### config.mk
export PLATFORM = sky130hd
export DESIGN_NAME = elastic_buffer_flat
export DESIGN_NICKNAME = d
export VERILOG_FILES = /design/src/rtl/elastic_buffer_if.sv /design/src/rtl/elastic_buffer.sv /design/src/flat_wrapper.sv
export SDC_FILE = /design/constraint.sdc
export NUM_CORES = 1
export LEC_CHECK = 0
export ABC_AREA = 1
export CORE_MARGIN = 10
export CORE_UTILIZATION = 49
export DETAILED_ROUTE_END_ITERATION = 16
export PLACE_DENSITY = 0.75
export SYNTH_ARGS = -nofsm -noshare
export SYNTH_HDL_FRONTEND = slang
export SYNTH_SLANG_ARGS = --single-unit
### constraint.sdc
create_clock -name i_clock -period 2.2 [get_ports i_clock]
set_input_delay 0.22 -clock i_clock [delete_from_list [all_inputs] [get_ports i_clock]]
set_output_delay 0.22 -clock i_clock [all_outputs]
set_load 0.05 [all_outputs]
### src/rtl/elastic_buffer_if.sv
// Stream bundle for elastic_buffer: upstream write side, downstream read side,
// occupancy reporting and the FSM debug state.
interface elastic_buffer_if #(
  parameter int WIDTH = 16,
  parameter int DEPTH = 4
);
  localparam int LW = $clog2(DEPTH + 1);

  // A word moves on a rising edge where valid and ready are both high. Once
  // raised, valid holds and data stays stable until that edge.
  logic [WIDTH-1:0] i_in_data;
  logic             i_in_valid;
  logic             o_in_ready;
  logic [WIDTH-1:0] o_out_data;
  logic             o_out_valid;
  logic             i_out_ready;
  logic [LW-1:0]    o_level;
  logic             o_almost_full;
  logic             o_dbg_state;

  modport slave (
    input  i_in_data, i_in_valid, i_out_ready,
    output o_in_ready, o_out_data, o_out_valid, o_level, o_almost_full, o_dbg_state
  );

  modport master (
    output i_in_data, i_in_valid, i_out_ready,
    input  o_in_ready, o_out_data, o_out_valid, o_level, o_almost_full, o_dbg_state
  );
endinterface

### src/rtl/elastic_buffer.sv
// DEPTH-word valid/ready elastic buffer: an output register in front of a
// (DEPTH-1)-entry circular RAM, with all outputs registered.
module elastic_buffer #(
    parameter int WIDTH        = 16,
    parameter int DEPTH        = 4,
    parameter int AFULL_THRESH = DEPTH - 1
) (
    input logic i_clock,
    input logic i_reset_n,
    input logic i_flush,
    elastic_buffer_if.slave bus
);
    localparam int LW = $clog2(DEPTH + 1);
    localparam int PW = $clog2(DEPTH);
    localparam int RD = DEPTH - 1;
    localparam logic [PW-1:0] PTR_LAST = PW'(RD - 1);

    typedef enum logic [0:0] {
        ST_STARTUP = 1'b0,
        ST_RUN     = 1'b1
    } state_e;

    state_e           state_q, state_d;
    logic [WIDTH-1:0] out_data_q, out_data_d;
    logic             out_valid_q, out_valid_d;
    logic             in_ready_q, in_ready_d;
    logic [LW-1:0]    level_q, level_d;
    logic             afull_q, afull_d;
    logic [PW-1:0]    wr_ptr_q, wr_ptr_d;
    logic [PW-1:0]    rd_ptr_q, rd_ptr_d;
    logic [WIDTH-1:0] mem_q [RD];
    logic             mem_we;
    logic             do_in;
    logic             do_out;
    logic             out_free;
    logic             ram_empty;

    // Compare-and-wrap so RAM sizes that are not a power of two work.
    function automatic logic [PW-1:0] ptr_inc(input logic [PW-1:0] p);
        return (p == PTR_LAST) ? '0 : p + PW'(1);
    endfunction

    assign do_in     = bus.i_in_valid && in_ready_q;
    assign do_out    = out_valid_q && bus.i_out_ready;
    assign out_free  = !out_valid_q || do_out;
    assign ram_empty = (level_q == LW'(out_valid_q));

    always_comb begin
        state_d     = state_q;
        out_data_d  = out_data_q;
        out_valid_d = out_valid_q;
        in_ready_d  = in_ready_q;
        level_d     = level_q;
        afull_d     = afull_q;
        wr_ptr_d    = wr_ptr_q;
        rd_ptr_d    = rd_ptr_q;
        mem_we      = 1'b0;
        case (state_q)
            ST_STARTUP: begin
                state_d    = ST_RUN;
                in_ready_d = 1'b1;
            end
            ST_RUN: begin
                if (i_flush) begin
                    level_d     = '0;
                    wr_ptr_d    = '0;
                    rd_ptr_d    = '0;
                    out_valid_d = 1'b0;
                    afull_d     = 1'b0;
                    in_ready_d  = 1'b1;
                end else begin
                    // Older RAM words always win the output slot over a new arrival.
                    if (out_free && !ram_empty) begin
                        out_data_d  = mem_q[rd_ptr_q];
                        out_valid_d = 1'b1;
                        rd_ptr_d    = ptr_inc(rd_ptr_q);
                        mem_we      = do_in;
                    end else if (out_free && do_in) begin
                        out_data_d  = bus.i_in_data;
                        out_valid_d = 1'b1;
                    end else if (out_free) begin
                        out_valid_d = 1'b0;
                    end else begin
                        mem_we = do_in;
                    end
                    if (mem_we) begin
                        wr_ptr_d = ptr_inc(wr_ptr_q);
                    end
                    level_d    = level_q + LW'(do_in) - LW'(do_out);
                    in_ready_d = (level_d < LW'(DEPTH));
                    afull_d    = (level_d >= LW'(AFULL_THRESH));
                end
            end
            default: state_d = ST_STARTUP;
        endcase
    end

    always_ff @(posedge i_clock or negedge i_reset_n) begin
        if (!i_reset_n) begin
            state_q     <= ST_STARTUP;
            out_data_q  <= '0;
            out_valid_q <= 1'b0;
            in_ready_q  <= 1'b0;
            level_q     <= '0;
            afull_q     <= 1'b0;
            wr_ptr_q    <= '0;
            rd_ptr_q    <= '0;
        end else begin
            state_q     <= state_d;
            out_data_q  <= out_data_d;
            out_valid_q <= out_valid_d;
            in_ready_q  <= in_ready_d;
            level_q     <= level_d;
            afull_q     <= afull_d;
            wr_ptr_q    <= wr_ptr_d;
            rd_ptr_q    <= rd_ptr_d;
        end
    end

    always_ff @(posedge i_clock) begin
        if (mem_we) begin
            mem_q[wr_ptr_q] <= bus.i_in_data;
        end
    end

    assign bus.o_in_ready    = in_ready_q;
    assign bus.o_out_data    = out_data_q;
    assign bus.o_out_valid   = out_valid_q;
    assign bus.o_level       = level_q;
    assign bus.o_almost_full = afull_q;
    assign bus.o_dbg_state   = state_q;
endmodule

### src/flat_wrapper.sv
// flat-port wrapper written by rule: the top's interface ports become plain ports
module elastic_buffer_flat 
#(
    parameter int WIDTH        = 16,
    parameter int DEPTH        = 4,
    parameter int AFULL_THRESH = DEPTH - 1
)
  (i_clock, i_reset_n, i_flush, bus_i_in_data, bus_i_in_valid, bus_i_out_ready, bus_o_in_ready, bus_o_out_data, bus_o_out_valid, bus_o_level, bus_o_almost_full, bus_o_dbg_state);
  elastic_buffer_if #(.WIDTH(WIDTH), .DEPTH(DEPTH)) bus_i ();
  input logic i_clock;
  input logic i_reset_n;
  input logic i_flush;
  input wire logic [$bits(bus_i.i_in_data)-1:0] bus_i_in_data;
  input wire logic [$bits(bus_i.i_in_valid)-1:0] bus_i_in_valid;
  input wire logic [$bits(bus_i.i_out_ready)-1:0] bus_i_out_ready;
  output wire logic [$bits(bus_i.o_in_ready)-1:0] bus_o_in_ready;
  output wire logic [$bits(bus_i.o_out_data)-1:0] bus_o_out_data;
  output wire logic [$bits(bus_i.o_out_valid)-1:0] bus_o_out_valid;
  output wire logic [$bits(bus_i.o_level)-1:0] bus_o_level;
  output wire logic [$bits(bus_i.o_almost_full)-1:0] bus_o_almost_full;
  output wire logic [$bits(bus_i.o_dbg_state)-1:0] bus_o_dbg_state;
  assign bus_i.i_in_data = bus_i_in_data;
  assign bus_i.i_in_valid = bus_i_in_valid;
  assign bus_i.i_out_ready = bus_i_out_ready;
  assign bus_o_in_ready = bus_i.o_in_ready;
  assign bus_o_out_data = bus_i.o_out_data;
  assign bus_o_out_valid = bus_i.o_out_valid;
  assign bus_o_level = bus_i.o_level;
  assign bus_o_almost_full = bus_i.o_almost_full;
  assign bus_o_dbg_state = bus_i.o_dbg_state;
  elastic_buffer #(.WIDTH(WIDTH), .DEPTH(DEPTH), .AFULL_THRESH(AFULL_THRESH)) u_core (.i_clock(i_clock), .i_reset_n(i_reset_n), .i_flush(i_flush), .bus(bus_i));
endmodule
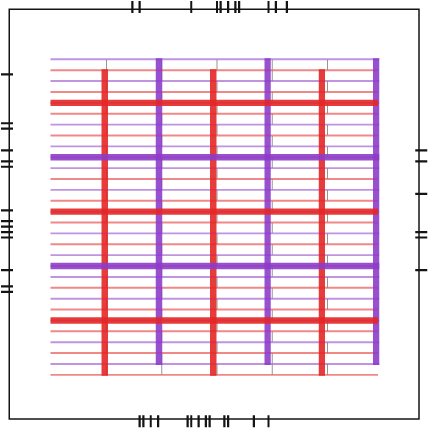
Run 1: floorplan with the power grid
Scale: 4 px per um. Pins as bars on the die edge. Tap cells in gray.
VSS: marked red. VDD: marked purple.
The core has 29 rows. 5 straps on met5. 6 straps on met4.
peak supply drop: 774 uV
Core Region: 6460 um2
die x size: 102 um
DIE HEIGHT: 102 um

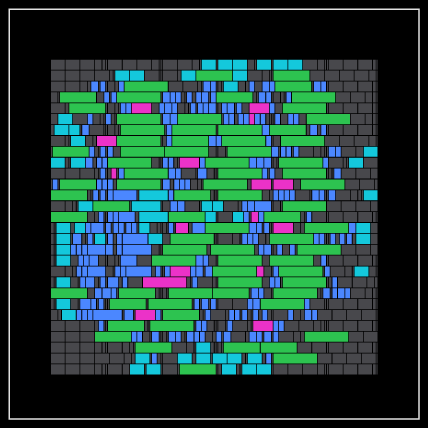
Run 1: cells colored by class
Scale: 4 px per um. Fill, decap, tap and diode cells in gray.
remaining logic cells: marked blue, cells 237, share of their area 28%. registers: marked green, cells 75, share of their area 53%. remaining buffers and delay cells: marked cyan, cells 54, share of their area 14%. clock drivers and dummy loads: marked magenta, cells 16, share of their area 4.9%.

==> flow_metrics.tcl, run 1 <==
# collected from the flow reports
set metrics [dict create \
    cts_setup_buffers 0 \
    cts.repair.resized 0 \
    sh_seq_area_pct 52.2 \
    synth-edff-count 48 \
    synth_stat.cells 323 \
    grt_max_degree 28 \
    simple_gate_area_share_pct 27.7 \
    drc 0 \
    cts_buffers 9 \
    critical_path.endpoint_type "register" \
    crit_path_top_delay_cell "fa_1" \
    num-multi-input-gates 218 \
    highest_layer "met4" \
    p_leak_nw 1.78 \
    yosysChipArea_um2 3300 \
    ys_warn_count 0 \
    grt_pass1_wl_um 12100 \
    ys_seq_elements 75 \
    critPathMaxStageDelay_ns 0.41 \
    final.setup.tns_ns 0 \
    holdWs_ns 0.247 \
    min_period_ns 1.94 \
    status "finished, final reports clean" \
    cp_top_family "adder cells" \
    r2r_start "u_core.bus.o_out_valid" \
    final_area_um2 4060 \
    fmax_mhz 515 \
    cts_hold_buf 0 \
    setup_viol 0 \
    ff2ff_path_depth 9 \
    start_kind "register" \
    grt_util_met2_pct 25.2 \
    fillCellCount 519 \
    die_area_um2 10400 \
    synth.area.top_cells "edfxtp_1 44%, dfrtp_1 20%, nand2_1 16%" \
    vias_per_cell 5.36 \
]
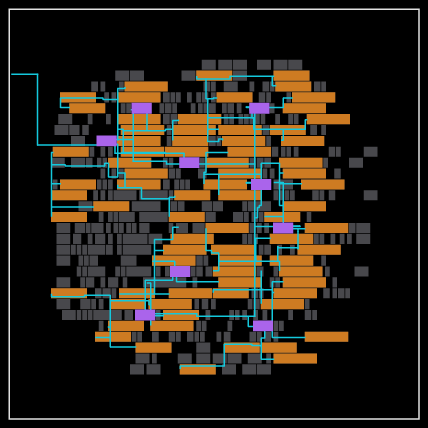
Run 1: routed clock nets over the placement
Scale: 4 px per um.
clock-net drivers: marked purple, count 9. flip-flops: marked orange, count 75. clock wires: marked cyan, length 885 um.
There are 10 routed clock nets.
power share of the clock group: 18.8%
clk_lat worst skew: 0.35 ns
clk pwr: 0.00104 W

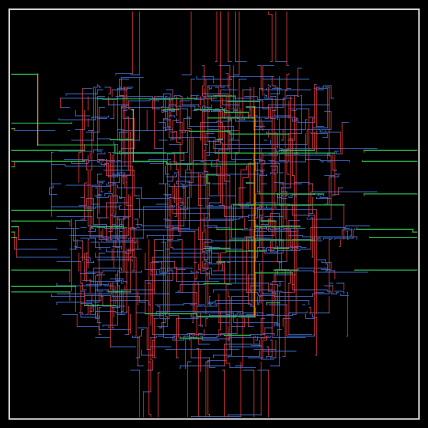
Run 1: metal layers overlaid
Scale: 4 px per um.
M3: marked green, wire length 638 um. M1: marked blue, wire length 2920 um. M2: marked red, wire length 3830 um. M4: marked orange, wire length 83.0 um.
Total GRT Usage: 15.0%
total wire length: 7470 um
wire per inst: 16.3 um
via count: 2460

==> run 1: placed cells by master (no fill, tap or decap), types with 2 or more instances in the layout <==
cell type and count:
nand2_1 144, edfxtp_1 48, nand3_1 47, clkdlybuf4s50_1 43
dfrtp_1 27, inv_1 15, clkbuf_8 10, buf_4 8
nor2_1 4, inv_2 3, o21ai_0 3, buf_12 3
nand2_2 2, nor2_2 2, nand2_4 2, nand3_4 2
ha_1 2, clkinv_2 2
==> run 1: path summary, 6_finish.rpt <==
kind                                             to  slack (ns)
setup / recovery           u_core.bus.o_almost_full        0.26
max in group asynchronous     u_core.bus.o_level[1]        1.67
hold reg to reg                  u_core.wr_ptr_q[0]        0.51
hold / removal             u_core.bus.o_out_data[1]        0.25
min in group i_clock             u_core.wr_ptr_q[0]        0.51
setup reg to reg           u_core.bus.o_almost_full        0.26
## Run 2: what changed since run 1
- CORE_UTILIZATION: 49 -> 55
- PLACE_DENSITY: 0.75 -> 0.8
- clock period: 2.2 -> 2.3 ns (I/O delays scaled with it)
==> run 2 against run 1 <==
  * Clock skew rose by 0.0037 ns
  * Maximum frequency fell by 5.6%
  * Design area fell by 0.71%
  * Critical path depth did not move
  * Combinational power fell by 4%
  * Area after synthesis did not move
  * Worst setup slack got worse by 0.014 ns
  * Total power fell by 5.0%
  * Synthesized cell count did not move
  * Non-clock buffer count fell by 1
==> flow_metrics.tcl, run 2 <==
# collected from the flow reports
set metrics [dict create \
    die_x_um 97.5 \
    vdd_drop_max_uv 829 \
    vias_per_cell 5.37 \
    cp_top_family "adder cells" \
    reg2reg_slack_ns 0.24 \
    drc 0 \
    cts_setup_buffers 0 \
    cts_hold_buf 0 \
    crit_path_top_delay_cell "dfrtp_1" \
    fillCellCount 455 \
    highest_layer "met4" \
    ys_warn_count 0 \
    setup_viol 0 \
    clock_latency_ns 0.35 \
    holdWs_ns 0.266 \
    ys_seq_elements 75 \
    cts_buffers 9 \
    lay_top_cells "144 x nand2_1, 48 x edfxtp_1, 47 x nand3_1, 43 x clkdlybuf4s50_1, 27 x dfrtp_1" \
    num-multi-input-gates 218 \
    die_area_um2 9500 \
    grt_max_degree 28 \
    fmax_mhz 486 \
    wl_per_cell_um 16.6 \
    status "finished, final reports clean" \
    wl_um 7570 \
    critical_path.endpoint_type "register" \
    grtUsageTotal_pct 16.2 \
    synth-edff-count 48 \
    p_leak_nw 1.77 \
    synth_stat.cells 323 \
    r2r_start "u_core.bus.o_out_valid" \
    critPathMaxStageDelay_ns 0.44 \
    synth.area.top_cells "edfxtp_1 44%, dfrtp_1 20%, nand2_1 16%" \
    r2r-end "u_core.bus.o_almost_full" \
    min_period_ns 2.06 \
    grt_util_met2_pct 26.6 \
    final.setup.tns_ns 0 \
    simple_gate_area_share_pct 27.7 \
    cts.repair.resized 0 \
]
run 2: worst max path at each step:
stage | startpoint | to | slack, ns | cells past startpoint
final | u_core.bus.o_out_valid | u_core.bus.o_almost_full | 0.24 | 9
after global routing | u_core.bus.o_out_valid | u_core.bus.o_almost_full | 0.09 | 9
after CTS | u_core.bus.o_out_valid | u_core.bus.o_almost_full | 0.23 | 9
after detailed placement | bus_i_out_ready | u_core.bus.o_almost_full | 0.04 | 10
after global placement | bus_i_out_ready | u_core.bus.o_almost_full | 0.15 | 10
after floorplan | u_core.bus.o_out_valid | u_core.mem_q[2][0] | 0.05 | 4
run 2: power by group:
part	switching (W)	internal (W)	leakage [nW]
Sequential	0.000148	0.00168	0.774
Combinational	0.00169	0.000776	0.892
Clock	0.000464	0.000526	0.101
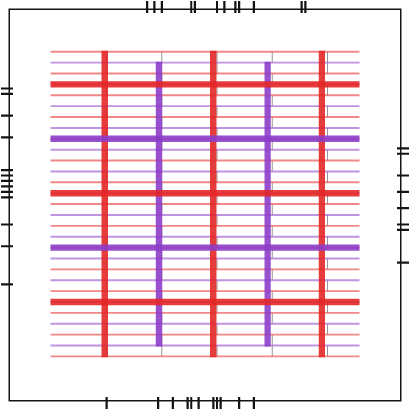
Run 2: floorplan with the power grid
Scale: 4 px per um. Pins as bars on the die edge. Tap cells in gray.
VDD: marked purple. VSS: marked red.
44 signal pins sit on the boundary. 29 met1 rails follow the rows.
DIE HEIGHT: 97.5 um
Core Region: 5890 um2

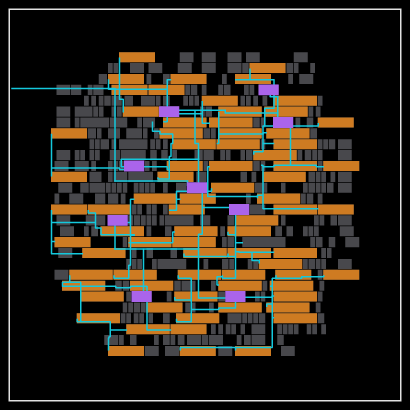
Run 2: routed clock nets over the placement
Scale: 4 px per um.
flip-flops: marked orange, count 75. clock-net drivers: marked purple, count 9. clock wires: marked cyan, length 868 um.
There are 10 routed clock nets.

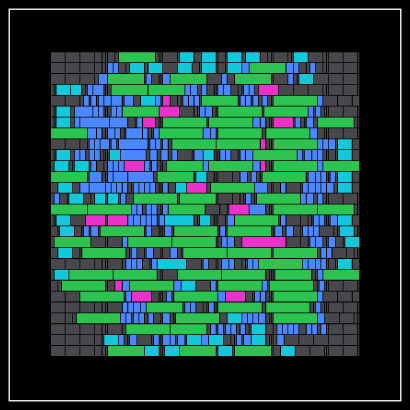
Run 2: cells colored by class
Scale: 4 px per um. Fill, decap, tap and diode cells in gray.
clock drivers and dummy loads: marked magenta, cells 16, share of their area 4.9%. remaining buffers and delay cells: marked cyan, cells 53, share of their area 13%. registers: marked green, cells 75, share of their area 54%. remaining logic cells: marked blue, cells 237, share of their area 28%.
flop share of the area: 52.6%
cell area after layout: 4030 um2
post-layout util: 68.4%

Power is estimated from default activity; no workload was simulated.
